## src/rtl/adc_controller.sv

```systemverilog
// ATmega32U4-style ADC register block: ADCSRA/ADMUX, prescaled conversion sequencing, ADCL/ADCH result.
// Optional free-running auto trigger is enabled by defining ADC_AUTO_TRIGGER_EN.
module adc_controller #(
    parameter int CONV_CYCLES       = 13,
    parameter int FIRST_CONV_CYCLES = 25
) (
    input  logic       clk,
    input  logic       rst,
    input  logic [7:0] addr,
    input  logic       rd,
    input  logic       wr,
    input  logic [7:0] din,
    output logic [7:0] dout,
    input  logic [7:0] joystick_analog,
    input  logic [7:0] entropy,
    output logic       adc_irq,
    input  logic       irq_ack
);

    typedef enum logic [1:0] {OFF, IDLE, CONV} state_t;

    state_t      state, state_next;
    logic        aden, adif, adie, adate;
    logic [2:0]  adps;
    logic [7:0]  admux;
    logic        first_conv;
    logic [6:0]  presc;
    logic [4:0]  tick_cnt;
    logic [4:0]  conv_mux;
    logic [9:0]  sample, result, chan_value;
    logic        read_lock;
    logic [7:0]  div_m1;
    logic [4:0]  conv_last;
    logic        wr_adcsra, wr_admux, tick, done, restart, start;

    assign wr_adcsra = wr && (addr == 8'h7A);
    assign wr_admux  = wr && (addr == 8'h7C);
    assign div_m1    = (adps == 3'd0) ? 8'd1 : (8'd1 << adps) - 8'd1;
    assign conv_last = first_conv ? 5'(FIRST_CONV_CYCLES - 1) : 5'(CONV_CYCLES - 1);
    assign tick      = (state == CONV) && (presc == div_m1[6:0]);
    assign done      = tick && (tick_cnt == conv_last);
    assign restart   = done && adate;
    assign adc_irq   = adif && adie;

`ifndef ADC_AUTO_TRIGGER_EN
    assign adate = 1'b0;
`endif

    always_comb begin
        case (conv_mux)
            5'h00:   chan_value = {~joystick_analog[7], joystick_analog[6:0], 2'b00};
            5'h1F:   chan_value = 10'h000;
            default: chan_value = {entropy, entropy[1:0]};
        endcase
    end

    // A write clearing ADEN overrides everything, aborting any conversion in flight.
    always_comb begin
        state_next = state;
        start      = 1'b0;
        case (state)
            OFF: if (wr_adcsra && din[7]) begin
                state_next = din[6] ? CONV : IDLE;
                start      = din[6];
            end
            IDLE: if (wr_adcsra && din[6]) begin
                state_next = CONV;
                start      = 1'b1;
            end
            CONV: if (done && !restart) state_next = IDLE;
            default: state_next = OFF;
        endcase
        if (wr_adcsra && !din[7]) begin
            state_next = OFF;
            start      = 1'b0;
        end
    end

    always_ff @(posedge clk) begin
        if (rst) state <= OFF;
        else     state <= state_next;
    end

    always_ff @(posedge clk) begin
        if (rst) begin
            aden       <= 1'b0;
            adie       <= 1'b0;
            adps       <= 3'd0;
            admux      <= 8'h00;
            first_conv <= 1'b0;
            presc      <= 7'd0;
            tick_cnt   <= 5'd0;
            conv_mux   <= 5'd0;
            sample     <= 10'h000;
            result     <= 10'h000;
            read_lock  <= 1'b0;
            adif       <= 1'b0;
        end else begin
            if (wr_adcsra) begin
                aden <= din[7];
                adie <= din[3];
                adps <= din[2:0];
                if (!aden && din[7]) first_conv <= 1'b1;
            end
            if (wr_admux) admux <= din;

            // Channel is latched at start so ADMUX writes mid-conversion only affect the next one.
            if (start || restart) begin
                presc    <= 7'd0;
                tick_cnt <= 5'd0;
                conv_mux <= admux[4:0];
            end else if (tick) begin
                presc    <= 7'd0;
                tick_cnt <= tick_cnt + 5'd1;
            end else if (state == CONV) begin
                presc    <= presc + 7'd1;
            end

            if (tick && tick_cnt == 5'd0) sample <= chan_value;

            if (done) begin
                first_conv <= 1'b0;
                if (!read_lock) result <= sample;
            end

            // Completion beats both clear paths when they coincide.
            if (done)                              adif <= 1'b1;
            else if (irq_ack || (wr_adcsra && din[4])) adif <= 1'b0;

            if (rd && addr == 8'h78)      read_lock <= 1'b1;
            else if (rd && addr == 8'h79) read_lock <= 1'b0;
        end
    end

`ifdef ADC_AUTO_TRIGGER_EN
    always_ff @(posedge clk) begin
        if (rst)            adate <= 1'b0;
        else if (wr_adcsra) adate <= din[5];
    end
`endif

    // ADLAR is applied at read time so flipping it re-presents the held result.
    always_comb begin
        dout = 8'h00;
        case (addr)
            8'h78: dout = admux[5] ? {result[1:0], 6'b0} : result[7:0];
            8'h79: dout = admux[5] ? result[9:2] : {6'b0, result[9:8]};
            8'h7A: dout = {aden, state == CONV, adate, adif, adie, adps};
            8'h7C: dout = admux;
            default: dout = 8'h00;
        endcase
    end

endmodule

```

## config.mk

```make
export PLATFORM = sky130hd
export DESIGN_NAME = adc_controller
export DESIGN_NICKNAME = d
export VERILOG_FILES = /design/src/rtl/adc_controller.sv
export SDC_FILE = /design/constraint.sdc
export NUM_CORES = 1
export LEC_CHECK = 0
export CORE_ASPECT_RATIO = 0.9
export CORE_MARGIN = 3
export CORE_UTILIZATION = 32
export CTS_CLUSTER_DIAMETER = 60
export CTS_CLUSTER_SIZE = 16
export DETAILED_ROUTE_END_ITERATION = 12
export PLACE_DENSITY_LB_ADDON = 0.08
export SYNTH_ARGS = -nofsm -noshare
export SYNTH_HDL_FRONTEND = slang
export SYNTH_SLANG_ARGS = --single-unit
```

## constraint.sdc

```tcl
create_clock -name clk -period 3.2 [get_ports clk]
set_input_delay 0.32 -clock clk [delete_from_list [all_inputs] [get_ports clk]]
set_output_delay 0.32 -clock clk [all_outputs]
set_load 0.01 [all_outputs]
```

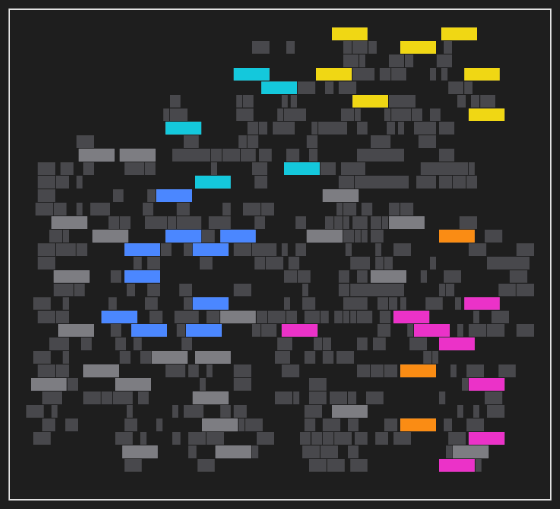
Figure 1: register map, names as in the netlist.
Other sequential cells in the stronger grey, the rest of the logic in the fainter grey.
[admux] magenta | sequential cells: 8
[adps] orange | sequential cells: 3
[tick_cnt] cyan | sequential cells: 5 | where: north
[presc] yellow | sequential cells: 7 | where: north-east
[result] blue | sequential cells: 10
not coloured: 22

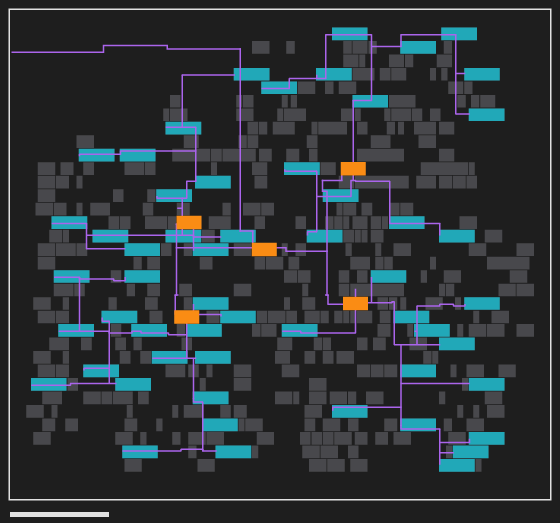
Figure 2: clock wires, drivers and flops.
Scale bar: 20 microns.
[clock drivers] orange | count: 5
[flip-flops] cyan | count: 55
[clock wires] purple | length: 783 microns
routed clock nets: 6

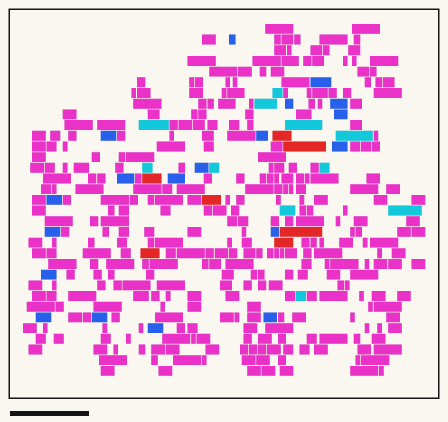
Figure 3: cells by drive strength.
Scale bar: 20 microns.
[_2 cells] blue | cells: 19 | share: 5.1%
[_3 and _4 cells] cyan | cells: 11 | share: 3.0%
[_0 and _1 cells] magenta | cells: 335 | share: 90%
[_6 and larger] red | cells: 7 | share: 1.9%

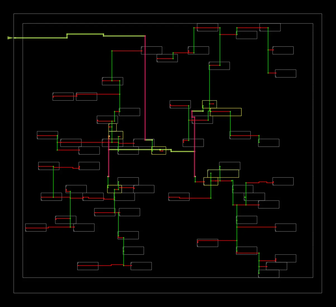
Figure 4: clock nets.
CLK BUF: 5
CTS buffer count: 5
Setup Skew: 7.79 ps

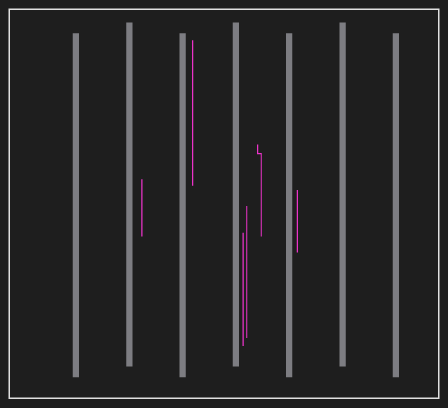
Figure 5: M4 wires.
Supply wires on this layer in grey.
nets with wire on the layer: 5
wire length on this layer: 153 microns
longest straight run: 36.7 microns

==> run notes <==
impl run done, here's what came out: Final period util=about 87%, Yosys reg bits=55, Netlist cell types=62, CP Class=in -> out, Peak Freq=between 300 and 400 MHz, Logic pwr share=around 6.7%, Antenna Nets Post-Route=0, Pwr per Cell Area=between 300 and 400 nW/um^2, P_int=0.00105 W, initial antenna violation count=0, ao+oa area frac=between 10% and 20%, YS chip area=just over 3000 sq um, most frequent cell after synthesis=dfxtp_1, Initial DRC Count=about 80, final critical-path required period=2770 ps, IO Count=46, Mux cell area share=between 10% and 20%, RSZ-0062 raised after global routing=false, combinational power=0.0000887 W, Reg2Reg Depth=5, Worst-Margin Slew=718 ps, Final Setup Violations=0, fraction of layout cells with a size suffix above 1=under 10%, total track usage=~15%, Flop pwr share=a little over 50%, largest family of logic cells by area=simple AND/OR/NAND/NOR gates, total global routing overflow=0, Worst Hold Path Cells=2, Top FF cell, synth=dfxtp_1, Clock net power=roughly 0.00056 W, setup ws final=between 400 and 500 ps, FP Rows=33, CTS H-tree depth=2, Vert. Die Dim=between 90 and 100 microns, placed insts=slightly below 500, Post-CTS Resized=0, Area after DPL=around 3600 sq um, Init Core Util=about 33%, reg2reg start=adps[1]$_SDFFE_PP0P_, Post-synth EDFFs=0, ys cells=approximately 340, grt peak-use layer=met1, yosys xor share=2.01%, post-synth top area share=a little over a third, final net count=a little over 400, biggest regs=result x10, sample x10, admux x8, drt via density=approximately 5.2, seq pwr=a little under 0.0007 W, pre-CTS setup slack=423 ps, Die Span X=around 110 microns, Worst Setup SP=addr[3], Seq/Total Area, Yosys=between 30 and 40%, routed len/inst=around 16 microns, hold path start=result[9]$_SDFFE_PP0P_, Clock Path Buffers=2, DR DRC count=0, largest net degree at the start of global routing=just over 40, CTS tree=built, DP Wirelength=around 6000 microns, setup tns final=0 ps, syn_nets=378, Req. time, crit path=approximately 2900 ps, mean area per synthesized cell=approximately 9 sq um, crit path to=dout[1], Synth Instances=approximately 340, CTS clk-pin slew, worst paths=100 ps, synth warn=0, maximum vdd ir drop=about 0.26 mV, max-cap violation count=0, Synth area leaders=dfxtp_1 36%, mux2i_1 8.2%, nor2_1 4.3%, a22oi_1 4.2%, a21oi_1 3.3%, Commonest cells post-synth=55 x dfxtp_1, 35 x nor2_1, 25 x mux2i_1, hold_ws=478 ps, Routed WL=8000 microns, Slew Viols, Final=0, Root Driver=clkbuf_8, Log Warnings=27, CP Data Arrival Time=about 2500 ps, Simple Share, Synth=between 20% and 30%, non-filler cells, final=slightly below 500, routing usage on met3=2.62%, Latency at later pin=about 310 ps, Hold EP=result[9]$_SDFFE_PP0P_, Top cells excl fill/tap=55 x dfxtp_1, 44 x clkdlybuf4s50_1, 35 x nor2_1, most common logic cell in the routed design=dfxtp_1, P&R area growth vs syn=21.1%, Util after Layout=40.1%, total power=~0.0013 W, GP Congestion=0.822, CTS Hold Buffers Added=0, Final Cell Area=about 3700 sq um, Relative slew margins=between 50% and 60%, clk sinks=~55, first-pass detailed-route iteration total=4, met2 usage=between 20% and 30%, input/output buffers=between 40 and 50, first-pass GRT wire length=13000 microns, ANT cells=0, area of the core=around 9200 sq um, number of global-route vias before repair=2442, Chip Area=around 11000 sq um, CP Capture Type=output pin, Synth Area in Adders=between 1 and 1.5%, Top Consumer=registers, synthesized area=3050 sq um, endpoints failing hold=0, switching pwr=between 0.0002 and 0.0003 W, status=finished, final reports clean, via count=roughly 2600, Hold Crit Class=reg -> reg, M1 GR Usage=between 20% and 30%, P_leak=~1.2 nW, crit start category=primary input, r2r endpoint=result[8]$_SDFFE_PP0P_, cell type with the highest aggregate area in the netlist=dfxtp_1, slack of the worst reg-to-reg path=900 ps, Net Sw Frac=about a fifth, CP max FO=5, async set-reset flop share out of synthesis=0%, Post-CTS Setup Repair Bufs=0, Clock Power Share=between 40% and 50%
## worst max-delay path, stage by stage
cell,delay (ps)
clkdlybuf4s50_1,500
nand4b_4,130
or2_2,310
or3_1,390
o22ai_1,210
clkdlybuf4s50_1,570
## metal layers
| layer | part of all wire, % | vias up | routed length [microns] |
|---|---|---|---|
| met5 | 0 | - | 0 |
| met4 | 1.9 | 0 | 152 |
| met3 | 3.3 | 14 | 266 |
| met2 | 42 | 41 | 3390 |
| met1 | 52 | 1208 | 4200 |
| li1 | - | 1325 | - |
## final cells by class
type                    count  area (sq um)
well taps                 122           153
clock buffers               5          68.8
flip-flops and latches     55          1100
inverters                   6          22.5
multi-input cells         254          1810
clock inverters             3          67.6
fillers                   949          5510
repair buffers             49           475
Power and IR drop assume default switching activity.
